### Signal wires by layer

Scale: 1 px per um. Two of the layers only.
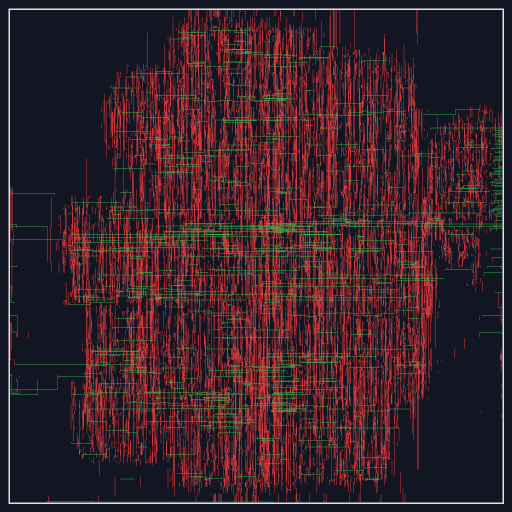
### Signal wires on met2

Scale: 1 px per um.
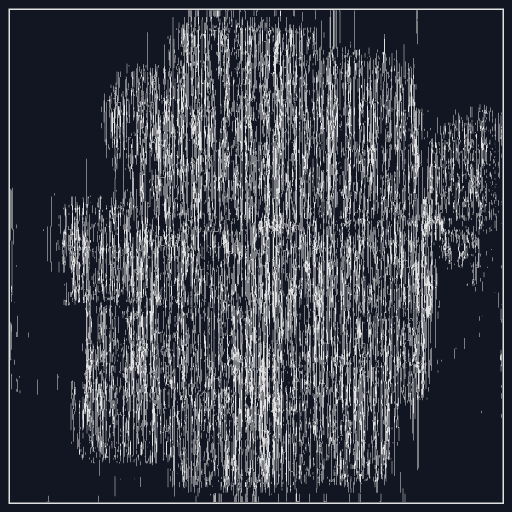
### Port wiring

Scale: 1 px per um.
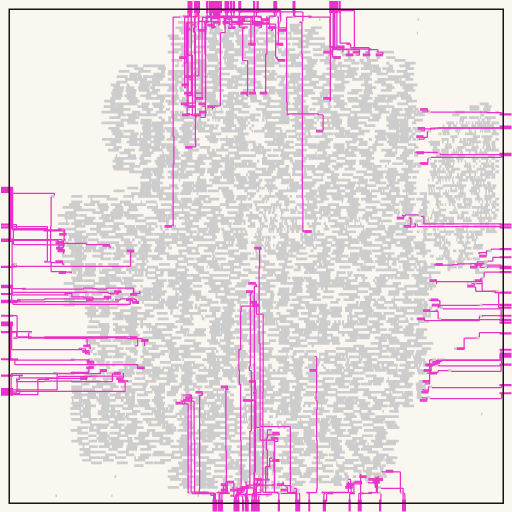
### Pin map

Scale: 1 px per um. Pins as bars across the die edge, other pins in grey.
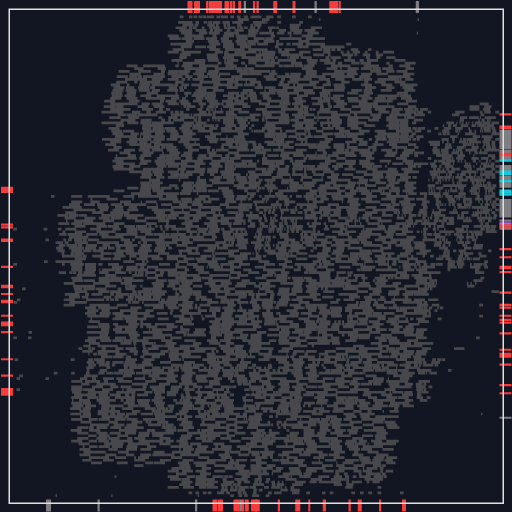
### Placement view

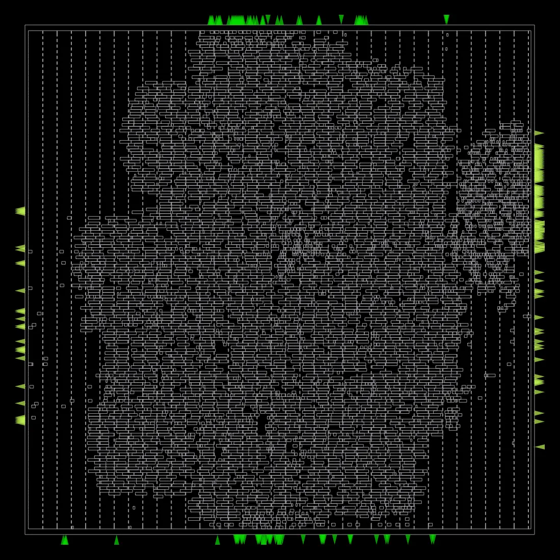
==> config.mk <==
export PLATFORM = sky130hd
export DESIGN_NAME = beam_config_loader_flat
export DESIGN_NICKNAME = d
export VERILOG_FILES = /design/src/rtl/beam_config_if.sv /design/src/rtl/beam_config_loader.sv /design/src/flat_wrapper.sv
export SDC_FILE = /design/constraint.sdc
export NUM_CORES = 2
export LEC_CHECK = 0
export CAP_MARGIN = 0
export CORE_MARGIN = 3
export CORE_UTILIZATION = 37
export CTS_CLUSTER_SIZE = 20
export DETAILED_ROUTE_END_ITERATION = 16
export PLACE_DENSITY = 0.58
export RECOVER_POWER = 25
export SYNTH_ARGS = -nofsm -noshare
export SYNTH_HDL_FRONTEND = slang
export SYNTH_SLANG_ARGS = --single-unit
export TNS_END_PERCENT = 100
==> constraint.sdc <==
create_clock -name clk -period 4.85 [get_ports clk]
set_clock_uncertainty 0.15 [all_clocks]
set_input_delay 1.2125 -clock clk [delete_from_list [all_inputs] [get_ports clk]]
set_output_delay 1.2125 -clock clk [all_outputs]
set_load 0.02 [all_outputs]
==> results.toml <==
# flow metrics
[final_layout]
mostFrequentLayoutCell = "edfxtp_1"
final_area_sq_mm = 0.1020
comb-cell-share_pct = 19.28
fillers = 20100
buffers_excl_clock = 454
nonClkBufAreaFrac_pct = 4.006
fin_nets = 4775
ff_latch_area_sq_mm = 0.06690
drive_gt1_share_pct = 26.91
logic_gates = 1743
seq_share_pct = 65.59
largest_cell_class = "sequential cells"
inv_count = 7
largest_reg_flops = 2048
clkbuf_count = 281
insertedDiodeCount = 7
final_cell_mix = "2048 x edfxtp_1, 482 x mux4_2, 265 x dfxtp_1"
syn2layout_area_growth_pct = 16.52
comb_area_sq_mm = 0.01967
final-clk-cell-share_pct = 7.241

[flow_run]
openroad.warnings = 39
maxCapViolCount = 20

[sta]
drv_slew = 964
setup_tns_ns = 0
rsz0062_at_grt = "no"
worst_pin_slew_ns = 3.656
relSlewSlack_pct = -143.7
setup_viol = 0
hold_viol = 0
hold_slack_ns = 0.2841
timing.fmax_ghz = 0.2393
post-route-min-period_ns = 4.179
finalClockPeriodUsage_pct = 86.17

[detailed_routing]
wl_met2_mm = 111.8
drt-met1-wl_mm = 99.46
drtIter0Drc = 4465
met3_length_mm = 15.84
topRoutingLayerUsed = "met4"
remaining_drc_errors = 0
via_per_inst = 5.423
final_antenna_net_count = 0
firstDrtPassIters = 6

[worst_setup_path]
path_depth = 2
r2r_cells = 1
path_buffers = 2
criticalPathCategory = "primary input to register"
cp-start-kind = "primary input"
reg2reg_slack_ns = 0.92
slowest_delay_ns = 1.82
crit_path_cell_trace = "clkbuf_1 > clkbuf_2"
cp_max_fo = 89
critPathTopFamily = "buffers and inverters"
crit_required_ns = 4.98
arrival_ns = 4.31
slowest_stage = "clkbuf_2"
end_kind = "register"

[cts]
cts_max_level = 4
cts_buffers = 224
clk_latency_ns = 0.87
path_clk_slew_ns = 0.06
cts_hold_buf = 0
cts_setup_buffers = 0
cts_tree = "yes"
cts_sinks = 2317
cts_buffer_depth = 3
cts_resized = 0
cts-root-buf = "clkbuf_16"

[floorplan]
row_count = 177
core_sq_mm = 0.2339
tap_cells = 3132
initCoreUtil_pct = 37.43
dieArea_sq_mm = 0.2425

[power]
p_leak_nw = 33.04
ir_drop_v = 0.0003256
finalPower_mw = 39.24
power_density_mw_per_mm2 = 384.8

[logic_synthesis]
yosysWarningCount = 0
ys_types = 58
flop_cell = "edfxtp_1"
syn-instance-count = 4330
edf_count = 2048
ys_seq_share_pct = 76.41
yosysChipArea_sq_mm = 0.08754
syn_area_per_cell_sq_um = 20.22
synth_nets = 4358
async_reset_ff_share_pct = 0
synth-simple-area-share_pct = 3.562
syn-cell-area_sq_mm = 0.08754
xor_share_pct = 0.1101
ys_sh_aoi_pct = 2.679
yosys_cells = 4330
topCombFamilyByArea = "multiplexers"
ys_seq_elements = 2317
fa_ha_area_share_pct = 0.1572
mux_share_pct = 15.69

[global_routing]
top_usage_layer = "met2"
grt_pass1_vias = 43800
grt_start_max_net_pins = 145
grt_util_met1_pct = 26.70
grt-ovfl-total = 0
grtUsageMet3_pct = 3.725
grt_pass1_wl_mm = 332.3
antenna_found_initial = 8

[placement]
dp_hpwl_mm = 141.7
place.gp.congestion = 0.8002
place_area_sq_mm = 0.09472

[status]
status = "complete, but fails checks"
violations = "max-capacitance violations, max-slew violations"

[hold_path]
min_path_type = "register to register"
holdPathStages = 2
## Picture notes: 'Signal wires by layer'
colour	layer	wire length
red	met2	112 mm
green	met3	15800 um
number of vias in the routed layout: 43820
wire per inst: 28.72 um
GRT Total Usage: 18.92%
Post-Route WL: 232.1 mm

## Picture notes: 'Signal wires on met2'
wire length on this layer	112 mm
share of all routed wire	48%
GR Util met2: 30.26%

## Picture notes: 'Port wiring'
colour	port	bits	direction	end cells	buffers	wire
magenta	`bus_delays`	128	output	128	128	12100 um
# IOs: 197
Port-buffer cells: 196

## Picture notes: 'Pin map'
colour	port	pins	direction	edge
red	`bus_delays`	128	output	42 top, 34 bottom, 26 right, 26 left
purple	`bus_rx_valid`	1	input	right
cyan	`bus_channel_select`	8	output	right
all pins by edge	83 right, 46 top, 42 bottom, 26 left
Die Wd: 492.4 um
Vert. Die Dim: 492.4 um

## Picture notes: 'Placement view'
final non-filler cell total: 8081
flop count: 2317

==> where the power goes <==
group	internal (mW)	switching, mW
Clock	10.0	7.43
Combinational	0.0268	0.253
Sequential	21.5	0.00281
Total	31.6	7.68
==> Yosys cell counts, types with 3 or more instances <==
library cell | number | area, sq um
or3b_2 | 3 | 26.28
clkbuf_1 | 145 | 544.3
o211ai_1 | 4 | 30.03
a22oi_1 | 4 | 30.03
nand2b_1 | 5 | 31.28
mux2i_1 | 90 | 900.9
and4_1 | 4 | 35.03
o22ai_1 | 55 | 344.1
nor4b_1 | 4 | 35.03
or3_1 | 9 | 56.30
dfxtp_1 | 269 | 5385
a211oi_1 | 5 | 37.54
xnor2_1 | 8 | 70.07
a2111oi_0 | 25 | 219.0
ha_1 | 11 | 137.6
nor2_1 | 212 | 795.8
buf_6 | 11 | 123.9
nand3_1 | 13 | 65.06
nand4_1 | 8 | 50.05
buf_2 | 69 | 345.3
and2_1 | 6 | 37.54
nor3_1 | 22 | 110.1
and3_1 | 4 | 25.02
edfxtp_1 | 2048 | 61500
or4_1 | 4 | 30.03
nand3b_1 | 5 | 37.54
a221o_1 | 88 | 880.8
xor2_1 | 3 | 26.28
nor4_1 | 15 | 93.84
mux2_2 | 176 | 1982
a22o_1 | 15 | 131.4
buf_4 | 9 | 67.56
inv_1 | 6 | 22.52
buf_1 | 29 | 108.9
nor3b_1 | 93 | 698.2
nor2b_1 | 5 | 31.28
a21oi_1 | 108 | 540.5
nand2_1 | 227 | 852.1
o21ai_0 | 8 | 40.04
mux4_2 | 482 | 10860
==> metrics by stage <==
stage,utilization [%],worst slack (ns),cells
global route,43.61,0.5380,8077
floorplan,-,1.285,4330
CTS,43.66,1.220,8074
detailed placement,40.50,0.3166,7653
finish,43.61,0.6707,8081
global placement,40.50,0.3331,7653
Power and IR drop assume default switching activity.
